$ cat src/rtl/output_requant_fifo.sv
// Requantising output buffer: optional ReLU, rounded arithmetic right shift and
// saturation, followed by a show-ahead FIFO with sticky overflow and frame pulse.
module output_requant_fifo #(
  parameter int ACCUMULATION_WIDTH = 32,
  parameter int IO_DATA_WIDTH      = 16,
  parameter int FEATURE_MAP_WIDTH  = 128,
  parameter int FEATURE_MAP_HEIGHT = 128,
  parameter int OUTPUT_NB_CHANNELS = 16,
  parameter int FIFO_DEPTH         = 8,
  parameter int SHIFT_WIDTH        = 5,
  localparam int X_W = $clog2(FEATURE_MAP_WIDTH),
  localparam int Y_W = $clog2(FEATURE_MAP_HEIGHT),
  localparam int C_W = $clog2(OUTPUT_NB_CHANNELS),
  localparam int PW  = $clog2(FIFO_DEPTH)
) (
  input  logic                          clk,
  input  logic                          rst_in,
  input  logic                          relu_en,
  input  logic [SHIFT_WIDTH-1:0]        shift_amount,
  input  logic [ACCUMULATION_WIDTH-1:0] in_data,
  input  logic                          in_valid,
  input  logic [X_W-1:0]                in_x,
  input  logic [Y_W-1:0]                in_y,
  input  logic [C_W-1:0]                in_ch,
  output logic [IO_DATA_WIDTH-1:0]      out_data,
  output logic [X_W-1:0]                out_x,
  output logic [Y_W-1:0]                out_y,
  output logic [C_W-1:0]                out_ch,
  output logic                          out_valid,
  input  logic                          out_ready,
  output logic                          overflow,
  output logic                          frame_done,
  output logic [PW:0]                   fill_level
);

  localparam int AW         = ACCUMULATION_WIDTH;
  localparam int IW         = IO_DATA_WIDTH;
  localparam int FRAME_SIZE = FEATURE_MAP_WIDTH * FEATURE_MAP_HEIGHT * OUTPUT_NB_CHANNELS;
  localparam int FW         = $clog2(FRAME_SIZE + 1);
  localparam logic signed [AW:0] SAT_MAX = {{(AW - IW + 2){1'b0}}, {(IW - 1){1'b1}}};
  localparam logic signed [AW:0] SAT_MIN = {{(AW - IW + 2){1'b1}}, {(IW - 1){1'b0}}};

  logic signed [AW-1:0] relu_val;
  logic signed [AW:0]   ext_val;
  logic signed [AW:0]   round_add;
  logic signed [AW:0]   sum_val;
  logic signed [AW:0]   shifted;
  logic [IW-1:0]        sat_val;

  // One extra bit of headroom keeps the rounding add from wrapping at the top of range.
  always_comb begin
    relu_val  = (relu_en && in_data[AW-1]) ? '0 : in_data;
    ext_val   = {relu_val[AW-1], relu_val};
    round_add = '0;
    if (shift_amount != '0)
      round_add = {{AW{1'b0}}, 1'b1} << (shift_amount - SHIFT_WIDTH'(1));
    sum_val = ext_val + round_add;
    shifted = sum_val >>> shift_amount;
    if (shifted > SAT_MAX)
      sat_val = SAT_MAX[IW-1:0];
    else if (shifted < SAT_MIN)
      sat_val = SAT_MIN[IW-1:0];
    else
      sat_val = shifted[IW-1:0];
  end

  logic           stage_valid;
  logic [IW-1:0]  stage_data;
  logic [X_W-1:0] stage_x;
  logic [Y_W-1:0] stage_y;
  logic [C_W-1:0] stage_ch;

  always_ff @(posedge clk) begin
    if (rst_in) begin
      stage_valid <= 1'b0;
      stage_data  <= '0;
      stage_x     <= '0;
      stage_y     <= '0;
      stage_ch    <= '0;
    end else begin
      stage_valid <= in_valid;
      if (in_valid) begin
        stage_data <= sat_val;
        stage_x    <= in_x;
        stage_y    <= in_y;
        stage_ch   <= in_ch;
      end
    end
  end

  logic [IW-1:0]  mem_data [FIFO_DEPTH];
  logic [X_W-1:0] mem_x    [FIFO_DEPTH];
  logic [Y_W-1:0] mem_y    [FIFO_DEPTH];
  logic [C_W-1:0] mem_ch   [FIFO_DEPTH];
  logic [PW-1:0]  wr_ptr, rd_ptr;
  logic [PW:0]    count;
  logic [IW-1:0]  last_data;
  logic [X_W-1:0] last_x;
  logic [Y_W-1:0] last_y;
  logic [C_W-1:0] last_ch;
  logic           full, pop, push, drop;

  // A pop on the same edge frees the slot, so a full FIFO can still accept.
  assign full      = (count == (PW + 1)'(FIFO_DEPTH));
  assign out_valid = (count != '0);
  assign pop       = out_valid && out_ready;
  assign push      = stage_valid && (!full || pop);
  assign drop      = stage_valid && full && !pop;

  always_ff @(posedge clk) begin
    if (rst_in) begin
      wr_ptr    <= '0;
      rd_ptr    <= '0;
      count     <= '0;
      overflow  <= 1'b0;
      last_data <= '0;
      last_x    <= '0;
      last_y    <= '0;
      last_ch   <= '0;
      for (int i = 0; i < FIFO_DEPTH; i++) begin
        mem_data[i] <= '0;
        mem_x[i]    <= '0;
        mem_y[i]    <= '0;
        mem_ch[i]   <= '0;
      end
    end else begin
      if (push) begin
        mem_data[wr_ptr] <= stage_data;
        mem_x[wr_ptr]    <= stage_x;
        mem_y[wr_ptr]    <= stage_y;
        mem_ch[wr_ptr]   <= stage_ch;
        wr_ptr           <= wr_ptr + PW'(1);
      end
      if (pop) begin
        rd_ptr    <= rd_ptr + PW'(1);
        last_data <= mem_data[rd_ptr];
        last_x    <= mem_x[rd_ptr];
        last_y    <= mem_y[rd_ptr];
        last_ch   <= mem_ch[rd_ptr];
      end
      if (drop)
        overflow <= 1'b1;
      if (push && !pop)
        count <= count + (PW + 1)'(1);
      else if (!push && pop)
        count <= count - (PW + 1)'(1);
    end
  end

  // Outputs keep showing the most recently popped entry while the FIFO is empty.
  always_comb begin
    out_data = last_data;
    out_x    = last_x;
    out_y    = last_y;
    out_ch   = last_ch;
    if (out_valid) begin
      out_data = mem_data[rd_ptr];
      out_x    = mem_x[rd_ptr];
      out_y    = mem_y[rd_ptr];
      out_ch   = mem_ch[rd_ptr];
    end
  end

  assign fill_level = count;

  logic [FW-1:0] frame_cnt;

  always_ff @(posedge clk) begin
    if (rst_in) begin
      frame_cnt  <= '0;
      frame_done <= 1'b0;
    end else begin
      frame_done <= 1'b0;
      if (pop) begin
        if (frame_cnt == FW'(FRAME_SIZE - 1)) begin
          frame_cnt  <= '0;
          frame_done <= 1'b1;
        end else begin
          frame_cnt <= frame_cnt + FW'(1);
        end
      end
    end
  end

endmodule

$ cat config.mk
export PLATFORM = sky130hd
export DESIGN_NAME = output_requant_fifo
export DESIGN_NICKNAME = d
export VERILOG_FILES = /design/src/rtl/output_requant_fifo.sv
export SDC_FILE = /design/constraint.sdc
export NUM_CORES = 1
export LEC_CHECK = 0
export CORE_UTILIZATION = 45
export DETAILED_ROUTE_END_ITERATION = 10
export DONT_BUFFER_PORTS = 1
export PLACE_DENSITY_LB_ADDON = 0.05
export SLEW_MARGIN = 10
export SYNTH_ARGS = -nofsm -noshare
export SYNTH_HDL_FRONTEND = slang
export SYNTH_SLANG_ARGS = --single-unit
export TNS_END_PERCENT = 10
$ cat constraint.sdc
create_clock -name clk -period 6.5 [get_ports clk]
set_clock_uncertainty 0.1 [all_clocks]
set_input_delay 0.975 -clock clk [delete_from_list [all_inputs] [get_ports clk]]
set_output_delay 0.975 -clock clk [all_outputs]
set_load 0.1 [all_outputs]
==> images/port_nets.png <==
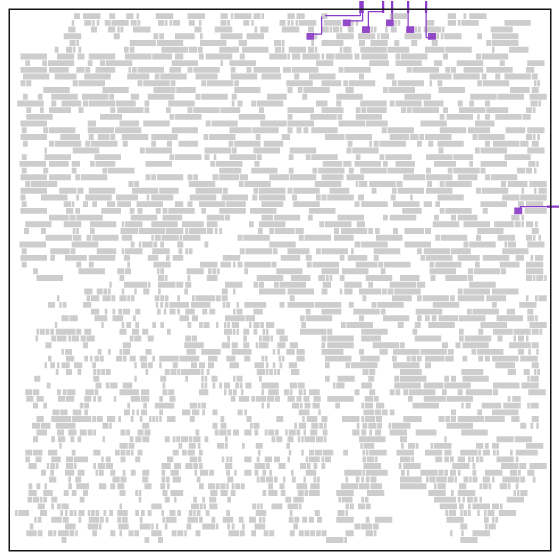
- purple: out_x (bits 7; direction output; edge 6 north, 1 east; end cells 7; buffers 1; wire 90.1 µm)

==> CHANGELOG.md <==
## Flow update

- Status: completed
- Vias per cell: 5.78
- Warnings from Yosys: 0
- Io pins: 101
- Synthesized net count: 2017
- Drt wl/cell: 22.6 µm
- Top cells excl fill/tap: 309 x and2_1, 272 x edfxtp_1, 227 x nor2_1
- Max Cap Violations: 0
- Largest net degree at the start of global routing: 102
- Tool warnings: 28
- CTS Buffer Depth: 3
- Die Y: 219 µm
- Most frequent cell after synthesis: and2_1
- Top comb family, area: simple AND/OR/NAND/NOR gates
- Top Registers: mem_data (128), mem_x (56), mem_y (56)
- Pre-antenna DRT Iters: 4
- Post-synth EDFFs: 272
- Die X: 219 µm
- Initial antenna violation count: 3
- Area Overhead vs Synth: 9.74%
- Layout Cells excl Fill: 2516
- Fin crit share: 88.0%
- Register bank with the most flops: mem_data
- Hpwl dp: 36700 µm
- Setup Buffers After CTS: 0
- Most numerous logic cell after layout: and2_1
- Chip area: 0.0478 mm²
- PortBufs: 0
- Global-route wire length before repair: 87700 µm
- Layout cell share with drive strength beyond 1: 15.8%
- Drt drc: 0
- CP Capture Type: flip-flop
- Adder Area Share: 2.44%
- Rel. slew slack: 18.4%
- Core Util at FP: 45.5%
- Cell Area, Synth: 0.0211 mm²
- Cells after Synth: 1917
- Flops after synth: 375
- Hold Crit Depth: 1
- Cell family with the largest share of critical-path delay: simple AND/OR/NAND/NOR gates
- Post_cts resized: 0
- Commonest cells post-synth: 310 x and2_1, 272 x edfxtp_1, 228 x nor2_1
- Yosys Instances: 1917
- Final Net Count: 1977
- Slew Limit Fails: 0
- Synth Seq Share: 48.4%
- Gr usage total: 24.2%
- Hold Violations, Final: 0
- Syn Area/Cell: 11.0 µm²
- Max IR drop VDD: 0.384 mV
- Core Footprint: 0.0465 mm²
- # H-tree levels: 2
- Clk slew on worst S/H paths: 0.06 ns
- Via count: 14533
- Cell count after placement: 2440
- Worst Tran Pin Value: 1.23 ns
- Number of flip-flops in the largest register: 128
- Basic Gates by Area: 19.5%
- CTS tree: yes
- RSZ-0062 raised after global routing: no
- Largest stage delay, worst path: 0.57 ns
- Final setup viols: 0
- Worst min-delay path category: reg -> reg
- Achievable Freq: 175 MHz
- Startpoint Class: input pin
- TNS Setup: 0 ns
- Root buffer cell: clkbuf_16
- Critical path buffers and inverters: 1
- Cell taking the most area after synthesis: edfxtp_1
- Yosys stat area: 0.0211 mm²
- Drt total wl: 57000 µm
- Worst Path Max Fanout: 21
- Worst Path Arrival: 6.07 ns
- ANT cells: 0
- Worst skew pair latency: 0.55 ns
- Fin crit period: 5.72 ns
- Cell Type Count: 95
- Cell leakage power: 8.49 nW
- Hold-fix buffers, CTS: 0
- Row cnt: 79
- Setup CP Type: in -> reg
- Post-Synth XOR/XNOR Area: 2.15%
- Post-Synth AOI/OAI Area: 10.7%
- CP required: 6.86 ns
- Final GP Congestion: 0.923
- Vias in the first global route: 14446
- Worst-path cell chain: nand2_1, buf_4, and2_1, ha_1, nand2_1, nor4_1, o2bb2ai_1, a211o_1, a21o_1, xor2_1, mux2i_1, a211o_1, mux4_2, nor4b_2, and4_1, o221ai_1, a211oi_1
==> images/final_clocks.png <==
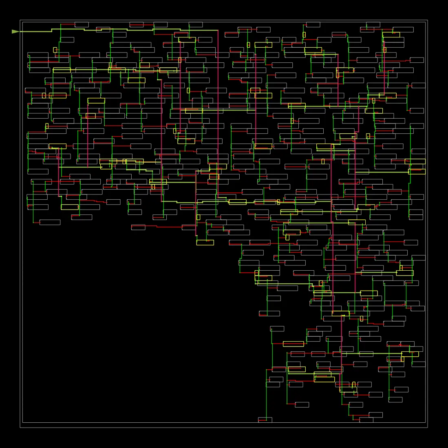
total CTS buffers: 42
Sink Count: 375

==> area by class of cell <==
| cell class | instances | area, µm² |
|---|---|---|
| fillers | 4242 | 23300 |
| multi-input cells | 1383 | 10400 |
| flip-flops and latches | 375 | 10200 |
| clock buffers | 55 | 1140 |
| well taps | 607 | 759 |
| repair buffers | 48 | 360 |
| clock inverters | 21 | 179 |
| inverters | 27 | 101 |
==> through the flow <==
| step | power [mW] | setup slack, ns | hold WS, ns | cell area, µm² | utilization [%] |
|---|---|---|---|---|---|
| 2_1_floorplan | 5.48 | 0.0991 | 0.354 | 21100 | - |
| 3_3_place_gp | 5.99 | 0.294 | 0.360 | 21900 | 47.1 |
| 3_5_place_dp | 6.02 | 0.318 | 0.365 | 21900 | 47.1 |
| 4_1_cts | 8.33 | 0.872 | 0.361 | 23200 | 49.9 |
| 5_1_grt | 8.58 | 0.411 | 0.365 | 23200 | 49.9 |
| 6_report | 8.23 | 0.783 | 0.372 | 23200 | 49.9 |
==> worst paths after layout <==
| path | from | endpoint | slack (ns) |
|---|---|---|---|
| setup reg to reg | fill_level[1] | mem_data[0][0] | 2.44 |
| hold / removal | frame_cnt[18] | frame_cnt[18] | 0.37 |
| hold reg to reg | frame_cnt[18] | frame_cnt[18] | 0.37 |
| setup / recovery | in_data[31] | stage_data[9] | 0.78 |
==> power by group <==
part           internal, mW  total [mW]  switching [mW]
clock                  1.35        2.30           0.947
sequential             2.76        2.96           0.201
combinational         0.671        2.97            2.30
total                  4.78        8.23            3.45
==> per-layer routing <==
| metal | global-route usage [%] | part of all wire, % | vias up |
|---|---|---|---|
| li1 | - | - | 6957 |
| met1 | 32.9 | 44 | 7198 |
| met2 | 40.9 | 49 | 319 |
| met3 | 3.41 | 4.6 | 59 |
| met4 | 5.32 | 1.6 | 0 |
| met5 | 0 | 0 | - |
Power and IR drop assume default switching activity.
